## src/rtl/adaptor_pkg.sv

```systemverilog
// Shared types and helpers for the cache-line <-> memory burst adaptor.
package adaptor_pkg;

    typedef enum logic [2:0] {IDLE, WR, TURN, RD, DONE} adaptor_state_t;
    typedef enum logic [1:0] {NOP, READ, WRITE, EVICT_FILL} adaptor_op_t;

    localparam int unsigned ALIGN_MAX_W = 64;

    // Clear the byte-offset-within-line bits of a byte address.
    function automatic logic [ALIGN_MAX_W-1:0] line_align(input logic [ALIGN_MAX_W-1:0] addr,
                                                          input int unsigned line_w);
        logic [ALIGN_MAX_W-1:0] mask;
        mask = (ALIGN_MAX_W'(1) << $clog2(line_w / 8)) - ALIGN_MAX_W'(1);
        return addr & ~mask;
    endfunction

    // Both requests together mean write back first, then fill.
    function automatic adaptor_op_t decode_op(input logic rd, input logic wr);
        adaptor_op_t op;
        unique case ({rd, wr})
            2'b11:   op = EVICT_FILL;
            2'b10:   op = READ;
            2'b01:   op = WRITE;
            default: op = NOP;
        endcase
        return op;
    endfunction

endpackage

```

## src/rtl/burst_line_adaptor_if.sv

```systemverilog
// Requester + memory-port signal bundle for the burst line adaptor.
interface burst_line_adaptor_if #(
    parameter int unsigned LINE_W  = 256,
    parameter int unsigned BURST_W = 64,
    parameter int unsigned ADDR_W  = 32
);
    logic [LINE_W-1:0]  line_i;
    logic [LINE_W-1:0]  line_o;
    logic [ADDR_W-1:0]  address_i;
    logic [ADDR_W-1:0]  wb_address_i;
    logic               read_i;
    logic               write_i;
    logic               resp_o;
    logic [BURST_W-1:0] burst_i;
    logic [BURST_W-1:0] burst_o;
    logic [ADDR_W-1:0]  address_o;
    logic               read_o;
    logic               write_o;
    logic               resp_i;

    modport slave (
        input  line_i, address_i, wb_address_i, read_i, write_i, burst_i, resp_i,
        output line_o, resp_o, burst_o, address_o, read_o, write_o
    );

    modport master (
        output line_i, address_i, wb_address_i, read_i, write_i, burst_i, resp_i,
        input  line_o, resp_o, burst_o, address_o, read_o, write_o
    );
endinterface

```

## src/rtl/burst_line_adaptor.sv

```systemverilog
// Splits a cache line into memory beats (write) and reassembles beats into a line (read),
// with a combined write-back-then-fill operation.
module burst_line_adaptor
    import adaptor_pkg::*;
#(
    parameter int unsigned LINE_W  = 256,
    parameter int unsigned BURST_W = 64,
    parameter int unsigned ADDR_W  = 32
) (
    input  logic                 clk,
    input  logic                 reset_n,
    burst_line_adaptor_if.slave  bus
);

    localparam int unsigned BEATS  = LINE_W / BURST_W;
    localparam int unsigned BEAT_W = $clog2(BEATS);

    if ((LINE_W % BURST_W) != 0 || BEATS < 2 || (BEATS & (BEATS - 1)) != 0) begin : g_bad_params
        $error("burst_line_adaptor: LINE_W must be BURST_W times a power of two >= 2");
    end

    adaptor_state_t    state;
    logic [BEAT_W-1:0] beat;
    logic              fill_pending;
    logic [ADDR_W-1:0] rd_addr;
    logic [ADDR_W-1:0] addr_q;
    logic [LINE_W-1:0] linebuf;
    logic              read_q;
    logic              write_q;
    logic              resp_q;

    adaptor_op_t       op_c;
    logic              last_beat_c;
    logic [ADDR_W-1:0] fill_aligned_c;
    logic [ADDR_W-1:0] wb_aligned_c;

    assign op_c           = decode_op(bus.read_i, bus.write_i);
    assign last_beat_c    = (beat == BEAT_W'(BEATS - 1));
    assign fill_aligned_c = ADDR_W'(line_align(ALIGN_MAX_W'(bus.address_i), LINE_W));
    assign wb_aligned_c   = ADDR_W'(line_align(ALIGN_MAX_W'(bus.wb_address_i), LINE_W));

    // Control and datapath; every output below comes straight from a flop.
    always_ff @(posedge clk) begin
        if (!reset_n) begin
            state        <= IDLE;
            beat         <= '0;
            fill_pending <= 1'b0;
            rd_addr      <= '0;
            addr_q       <= '0;
            linebuf      <= '0;
            read_q       <= 1'b0;
            write_q      <= 1'b0;
            resp_q       <= 1'b0;
        end else begin
            unique case (state)
                IDLE: begin
                    if (op_c != NOP) begin
                        beat <= '0;
                    end
                    unique case (op_c)
                        WRITE: begin
                            linebuf      <= bus.line_i;
                            addr_q       <= fill_aligned_c;
                            fill_pending <= 1'b0;
                            write_q      <= 1'b1;
                            state        <= WR;
                        end
                        READ: begin
                            rd_addr      <= fill_aligned_c;
                            addr_q       <= fill_aligned_c;
                            fill_pending <= 1'b0;
                            read_q       <= 1'b1;
                            state        <= RD;
                        end
                        EVICT_FILL: begin
                            linebuf      <= bus.line_i;
                            addr_q       <= wb_aligned_c;
                            rd_addr      <= fill_aligned_c;
                            fill_pending <= 1'b1;
                            write_q      <= 1'b1;
                            state        <= WR;
                        end
                        default: ;
                    endcase
                end
                WR: begin
                    if (bus.resp_i) begin
                        beat <= beat + BEAT_W'(1);
                        if (last_beat_c) begin
                            write_q <= 1'b0;
                            if (fill_pending) begin
                                state <= TURN;
                            end else begin
                                resp_q <= 1'b1;
                                state  <= DONE;
                            end
                        end
                    end
                end
                // Idle gap so memory sees the write command fall before the read rises.
                TURN: begin
                    beat   <= '0;
                    read_q <= 1'b1;
                    addr_q <= rd_addr;
                    state  <= RD;
                end
                RD: begin
                    if (bus.resp_i) begin
                        linebuf[BURST_W*beat +: BURST_W] <= bus.burst_i;
                        beat <= beat + BEAT_W'(1);
                        if (last_beat_c) begin
                            read_q <= 1'b0;
                            resp_q <= 1'b1;
                            state  <= DONE;
                        end
                    end
                end
                DONE: begin
                    resp_q <= 1'b0;
                    state  <= IDLE;
                end
                default: state <= IDLE;
            endcase
        end
    end

    assign bus.line_o    = linebuf;
    assign bus.burst_o   = linebuf[BURST_W*beat +: BURST_W];
    assign bus.address_o = addr_q;
    assign bus.read_o    = read_q;
    assign bus.write_o   = write_q;
    assign bus.resp_o    = resp_q;

endmodule

```

## src/flat_wrapper.sv

```systemverilog
// flat-port wrapper written by rule: the top's interface ports become plain ports
module burst_line_adaptor_flat import adaptor_pkg::*;
#(
    parameter int unsigned LINE_W  = 256,
    parameter int unsigned BURST_W = 64,
    parameter int unsigned ADDR_W  = 32
)
  (clk, reset_n, bus_line_i, bus_address_i, bus_wb_address_i, bus_read_i, bus_write_i, bus_burst_i, bus_resp_i, bus_line_o, bus_resp_o, bus_burst_o, bus_address_o, bus_read_o, bus_write_o);
  burst_line_adaptor_if #(.LINE_W(LINE_W), .BURST_W(BURST_W), .ADDR_W(ADDR_W)) bus_i ();
  input  logic clk;
  input  logic reset_n;
  input wire logic [$bits(bus_i.line_i)-1:0] bus_line_i;
  input wire logic [$bits(bus_i.address_i)-1:0] bus_address_i;
  input wire logic [$bits(bus_i.wb_address_i)-1:0] bus_wb_address_i;
  input wire logic [$bits(bus_i.read_i)-1:0] bus_read_i;
  input wire logic [$bits(bus_i.write_i)-1:0] bus_write_i;
  input wire logic [$bits(bus_i.burst_i)-1:0] bus_burst_i;
  input wire logic [$bits(bus_i.resp_i)-1:0] bus_resp_i;
  output wire logic [$bits(bus_i.line_o)-1:0] bus_line_o;
  output wire logic [$bits(bus_i.resp_o)-1:0] bus_resp_o;
  output wire logic [$bits(bus_i.burst_o)-1:0] bus_burst_o;
  output wire logic [$bits(bus_i.address_o)-1:0] bus_address_o;
  output wire logic [$bits(bus_i.read_o)-1:0] bus_read_o;
  output wire logic [$bits(bus_i.write_o)-1:0] bus_write_o;
  assign bus_i.line_i = bus_line_i;
  assign bus_i.address_i = bus_address_i;
  assign bus_i.wb_address_i = bus_wb_address_i;
  assign bus_i.read_i = bus_read_i;
  assign bus_i.write_i = bus_write_i;
  assign bus_i.burst_i = bus_burst_i;
  assign bus_i.resp_i = bus_resp_i;
  assign bus_line_o = bus_i.line_o;
  assign bus_resp_o = bus_i.resp_o;
  assign bus_burst_o = bus_i.burst_o;
  assign bus_address_o = bus_i.address_o;
  assign bus_read_o = bus_i.read_o;
  assign bus_write_o = bus_i.write_o;
  burst_line_adaptor #(.LINE_W(LINE_W), .BURST_W(BURST_W), .ADDR_W(ADDR_W)) u_core (.clk(clk), .reset_n(reset_n), .bus(bus_i));
endmodule
```

## config.mk

```make
export PLATFORM = sky130hd
export DESIGN_NAME = burst_line_adaptor_flat
export DESIGN_NICKNAME = d
export VERILOG_FILES = /design/src/rtl/adaptor_pkg.sv /design/src/rtl/burst_line_adaptor_if.sv /design/src/rtl/burst_line_adaptor.sv /design/src/flat_wrapper.sv
export SDC_FILE = /design/constraint.sdc
export NUM_CORES = 1
export LEC_CHECK = 0
export CAP_MARGIN = 10
export CORE_AREA = 3 3 288 290
export DETAILED_ROUTE_END_ITERATION = 16
export DIE_AREA = 0 0 291 293
export GPL_ROUTABILITY_DRIVEN = 0
export PLACE_DENSITY_LB_ADDON = 0.15
export SKIP_LAST_GASP = 1
export SYNTH_ARGS = -nofsm -noshare
export SYNTH_HDL_FRONTEND = slang
export SYNTH_SLANG_ARGS = --single-unit
```

## constraint.sdc

```tcl
create_clock -name clk -period 6.27 [get_ports clk]
set_input_delay 1.254 -clock clk [delete_from_list [all_inputs] [get_ports clk]]
set_output_delay 1.254 -clock clk [all_outputs]
set_load 0.1 [all_outputs]
```

==> images/registers.png <==
Scale bar: 100 um. Other sequential cells in the stronger gray, the rest of the logic in the fainter gray.
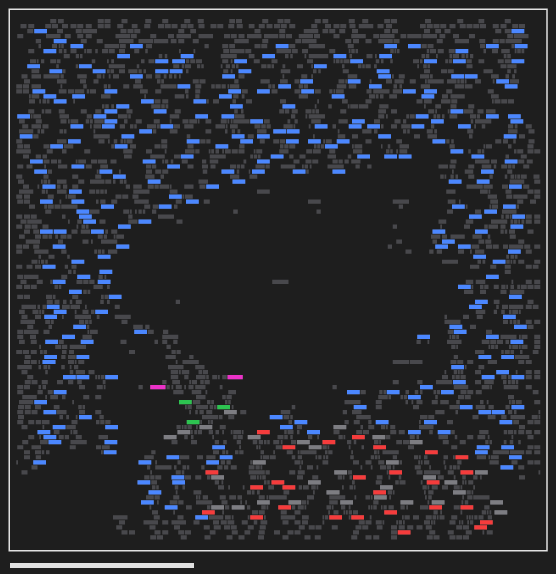
[green] u_core.state | sequential cells: 3
[blue] u_core.bus.line_o | sequential cells: 256 | where: all over the die
[red] u_core.bus.address_o | sequential cells: 27
[magenta] u_core.beat | sequential cells: 2
not colored: 31
Seq area share: 0.2475
Power Sequential: 2360 uW
post-layout util: 0.3208
Register Area: 6394 sq um

==> images/wire_density.png <==
29 x 29 tiles, from dark blue (low) to red (high), scaled to the fullest tile. Values are wire area over tile area, all layers added.
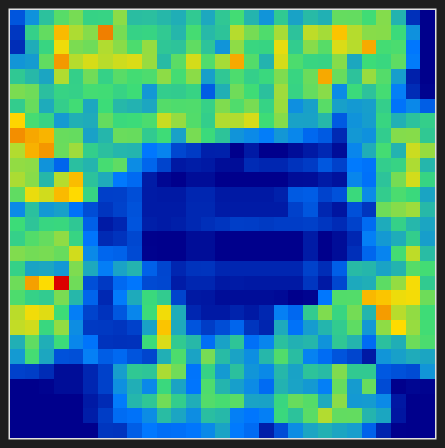
fullest tile: 0.52
nearly empty tiles: 8.0%
emptiest ninth of the die: center
drt total wl: 95.42 mm
drt wl/cell: 28.27 um
gr usage total: 0.2130
via count: 16,920

==> images/final_placement.png <==
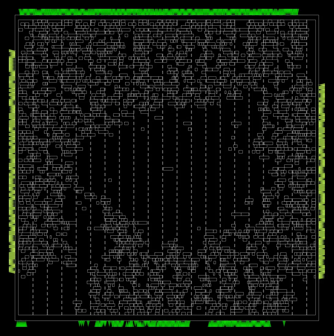
core box area: 80,550 sq um
FILL cells: 8,276
# Taps: 1,060
FP Rows: 104

==> GITHUB_STEP_SUMMARY <==
### Metrics collected by this job

| Metric | Value |
|---|---|
| IO buf count | `728` |
| Count of non-filler cells in the finished layout | `3,375` |
| Nets | `2,669` |
| CP max-delay cell | `clkdlybuf4s50_1` |
| Number of I/O pins | `744` |
| Post-layout period usage | `0.7786` |
| Max Used Layer | `met5` |
| Area leader share | `0.3867` |
| Tmin final | `4.882 ns` |
| Top cells, area | `dfxtp_1 39%, mux4_2 8.7%, o2bb2ai_2 5.5%, and3_1 4.4%, a221oi_2 4.3%` |
| Met3 usage | `0.04248` |
| Layout cell share with drive strength beyond 1 | `0.1454` |
| Htree depth | `2` |
| Leakage | `0.009185 uW` |
| Via density | `5.014` |
| Crit path DRT | `5.02 ns` |
| DP HPWL | `65.67 mm` |
| Worst path buffer plus inverter count | `2` |
| Root Buffer | `clkbuf_16` |
| Pre-antenna DRT Iters | `5` |
| Slew @ Worst Pin | `1.233 ns` |
| CP Capture Type | `output port` |
| Grt ovf | `0` |
| Max Slew Vio Count | `0` |
| YS chip area | `16,510 sq um` |
| Synth Instances | `1,669` |
| Routed Antenna Nets | `0` |
| Chip height | `293 um` |
| Status | `complete, no violations` |
| Maximum clock insertion buffer count | `3` |
| Worst hold slack | `0.4512 ns` |
| Peak Freq | `204.8 MHz` |
| Synthesis warning total | `0` |
| FFs w/ async S/R, synth | `0` |
| Area growth, synth to finish | `56.45%` |
| MaxCap Viol Count | `0` |
| Wire length on met2 | `47.86 mm` |
| Relative slew margins | `0.1777` |
| First-pass GRT wire length | `135.1 mm` |
| Met3 Wirelength | `5.576 mm` |
| Reg clk slew, reported paths | `0.06 ns` |
| Peak supply drop | `0.1530 mV` |
| Grt met1 use | `0.2666` |
| Crit-path max cell delay | `1.05 ns` |
| Residual DRC count | `0` |
| Ys cells | `1,669` |
| Synth unique cells | `58` |
| CTS Buf Count | `43` |
| TritonCTS clock tree | `yes` |
| Post-synth EDFFs | `0` |
| Mean Syn Cell Area | `9.895 sq um` |
| Initial DRC count | `1,132` |
| Wl on met1 | `39.56 mm` |
| FP Util | `0.2050` |
| Post_cts resized | `0` |
| GR Layer Usage met2 | `0.3717` |
| Post-Synthesis Cell Area | `16,510 sq um` |
| Power density cells | `291.8 nW/um^2` |
| RSZ-0062 raised after global routing | `false` |
| Chip area | `85,260 sq um` |
| Post-CTS Repair Setup Buffers | `0` |
| Antenna violations before repair | `15` |
| Startpoint types | `flip-flop` |
| Worst Path Max Fanout | `39` |
| Setup_tns | `0 ns` |
| Vias in the first global route | `17,570` |
| Cell taking the most area after synthesis | `dfxtp_1` |
| Synth flops | `319` |
| WS Path Type | `reg -> out` |
| GRT Max-Usage Layer | `met2` |
| # setup viols final | `0` |
| Worst EP arrival | `3.63 ns` |
| Final Hold Viols | `0` |
| Post-cts hold buffer count | `0` |
| Most common reg cell | `dfxtp_1` |
| Total Power | `7540 uW` |
| Crit path cell chain | `buf_12 > mux4_2 > clkdlybuf4s50_1` |
| Number of cells after detailed placement | `3,289` |
| # clock sinks | `319` |
| Critical path's top delay family | `buffers and inverters` |
| Hold Crit Class | `reg -> reg` |
| Largest net degree at the start of global routing | `91` |
| Post-synth seq share | `0.3867` |
| Count of tool warnings | `40` |
| Die width | `291 um` |
==> images/clock_map.png <==
Scale bar: 100 um.
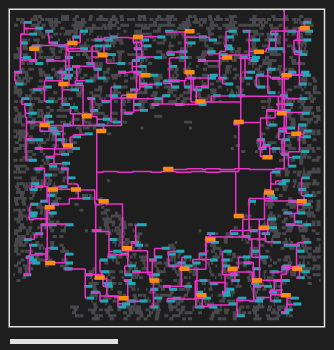
[magenta] clock wires | length: 5,990 um
[orange] cells driving clock nets | count: 43
[cyan] flip-flops | count: 319
routed clock nets: 44
flops lie: all over the die
clock power share: 0.318
Clk Latency, worst-skew pair: 0.56 ns
Worst Skew: 0.01187 ns

==> images/drive_strength.png <==
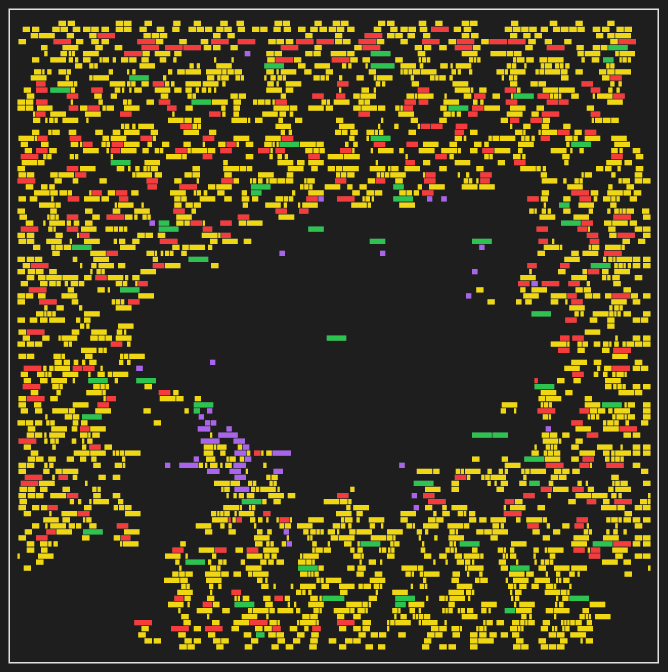
[red] drive 2 | cells: 236 | share: 10% | most used: mux4_2
[purple] drive 3 to 4 | cells: 41 | share: 1.8% | most used: buf_4
[green] drive 6 and up | cells: 58 | share: 2.5% | most used: clkbuf_16
[yellow] drive 1 or less | cells: 1,969 | share: 85% | most used: clkdlybuf4s50_1
Non-CTS buffers: 753
setup ws final: 1.388 ns

-- flip-flops by register name, summed over array words and instances (netlist names) --
register / count
u_core.bus.address_o: 27
u_core.bus.write_o: 1
u_core.bus.resp_o: 1
u_core.bus.line_o: 256
u_core.rd_addr: 27
u_core.bus.read_o: 1
u_core.state: 3
u_core.fill_pending: 1
u_core.beat: 2
-- final timing paths --
| path | depth (start not counted) | slack, ns | from | endpoint |
|---|---|---|---|---|
| setup / recovery | 3 | 1.39 | u_core.beat[0] | bus_burst_o[44] |
| hold reg to reg | 2 | 0.45 | u_core.rd_addr[26] | u_core.rd_addr[26] |
| hold / removal | 2 | 0.45 | u_core.rd_addr[26] | u_core.rd_addr[26] |
| setup reg to reg | 8 | 2.19 | u_core.beat[0] | u_core.bus.line_o[235] |
-- layout make-up --
class	instances	area (sq um)	area share
multi-input combinational	1154	9238	0.3575
timing repair buffer	753	7518	0.2910
sequential	319	6394	0.2475
tap	1060	1326	0.05133
clock buffer	64	1235	0.04780
clock inverter	10	83.83	0.003245
antenna	11	27.53	0.001065
inverter	4	15.01	0.0005811
-- placed cells by master (no fill, tap or decap), types with 47 or more instances in the layout --
master | netlist | routed
o21ai_1 | 57 | 57
o2bb2ai_1 | 68 | 68
and3_1 | 116 | 116
nand3_1 | 55 | 55
a221oi_2 | 47 | 47
nand2_1 | 187 | 187
nor2_1 | 69 | 69
nor3b_2 | 56 | 56
clkdlybuf4s50_1 | 0 | 726
dfxtp_1 | 319 | 317
a21oi_1 | 86 | 86
o2bb2ai_2 | 60 | 60
a31oi_1 | 77 | 77
a22oi_1 | 48 | 48
mux4_2 | 64 | 64
-- cells in the mapped netlist, types with 2 or more instances --
cell	count
nor3_2	2
ha_1	5
clkbuf_1	80
nor3b_2	56
inv_1	3
a21boi_0	8
o211ai_1	9
nand2_1	187
or2_1	2
dfxtp_1	319
and2_1	6
o21a_1	6
and4_1	2
nor2b_1	7
nand3_1	55
o21ai_0	22
a222oi_1	6
o21ai_1	57
buf_6	6
nor3_1	2
o221ai_1	12
o2bb2ai_2	60
a221oi_1	17
nor3b_1	8
a31oi_1	77
buf_1	2
a221oi_2	47
mux2_1	3
a22oi_1	48
a21oi_1	86
and3_1	116
nor2_1	69
o2bb2ai_1	68
buf_2	80
buf_4	28
a21boi_1	20
mux2_2	3
nand3b_1	2
mux4_2	64
-- per-stage QoR --
step	worst slack, ns	cell area (sq um)
after floorplan	3.216	16530
after global placement	1.874	24460
after detailed placement	1.862	24460
after CTS	1.252	25780
after global routing	1.200	25820
final	1.388	25840
-- kinds of logic after synthesis --
logic type      count (synthesis)  synth area share
other cells                     1         0.0002271
flops                         319            0.3867
mux                            71           0.09198
simple gates                  524            0.1805
fa+ha+maj                       5          0.003788
buf+inv                       200           0.06061
compound gates                549            0.2762
-- power by group --
group          switching [uW]  internal [uW]
registers                 179           2180
clock network            1000           1390
logic                    2000            779
-- worst min-delay path: cells and delay by family (launching register included) --
kind,cells,cell delay (ns)
AOI/OAI and AO/OA,1,0.05
DFF,1,0.31
and+or+nand+nor,1,0.05
Power is estimated from default activity; no workload was simulated.
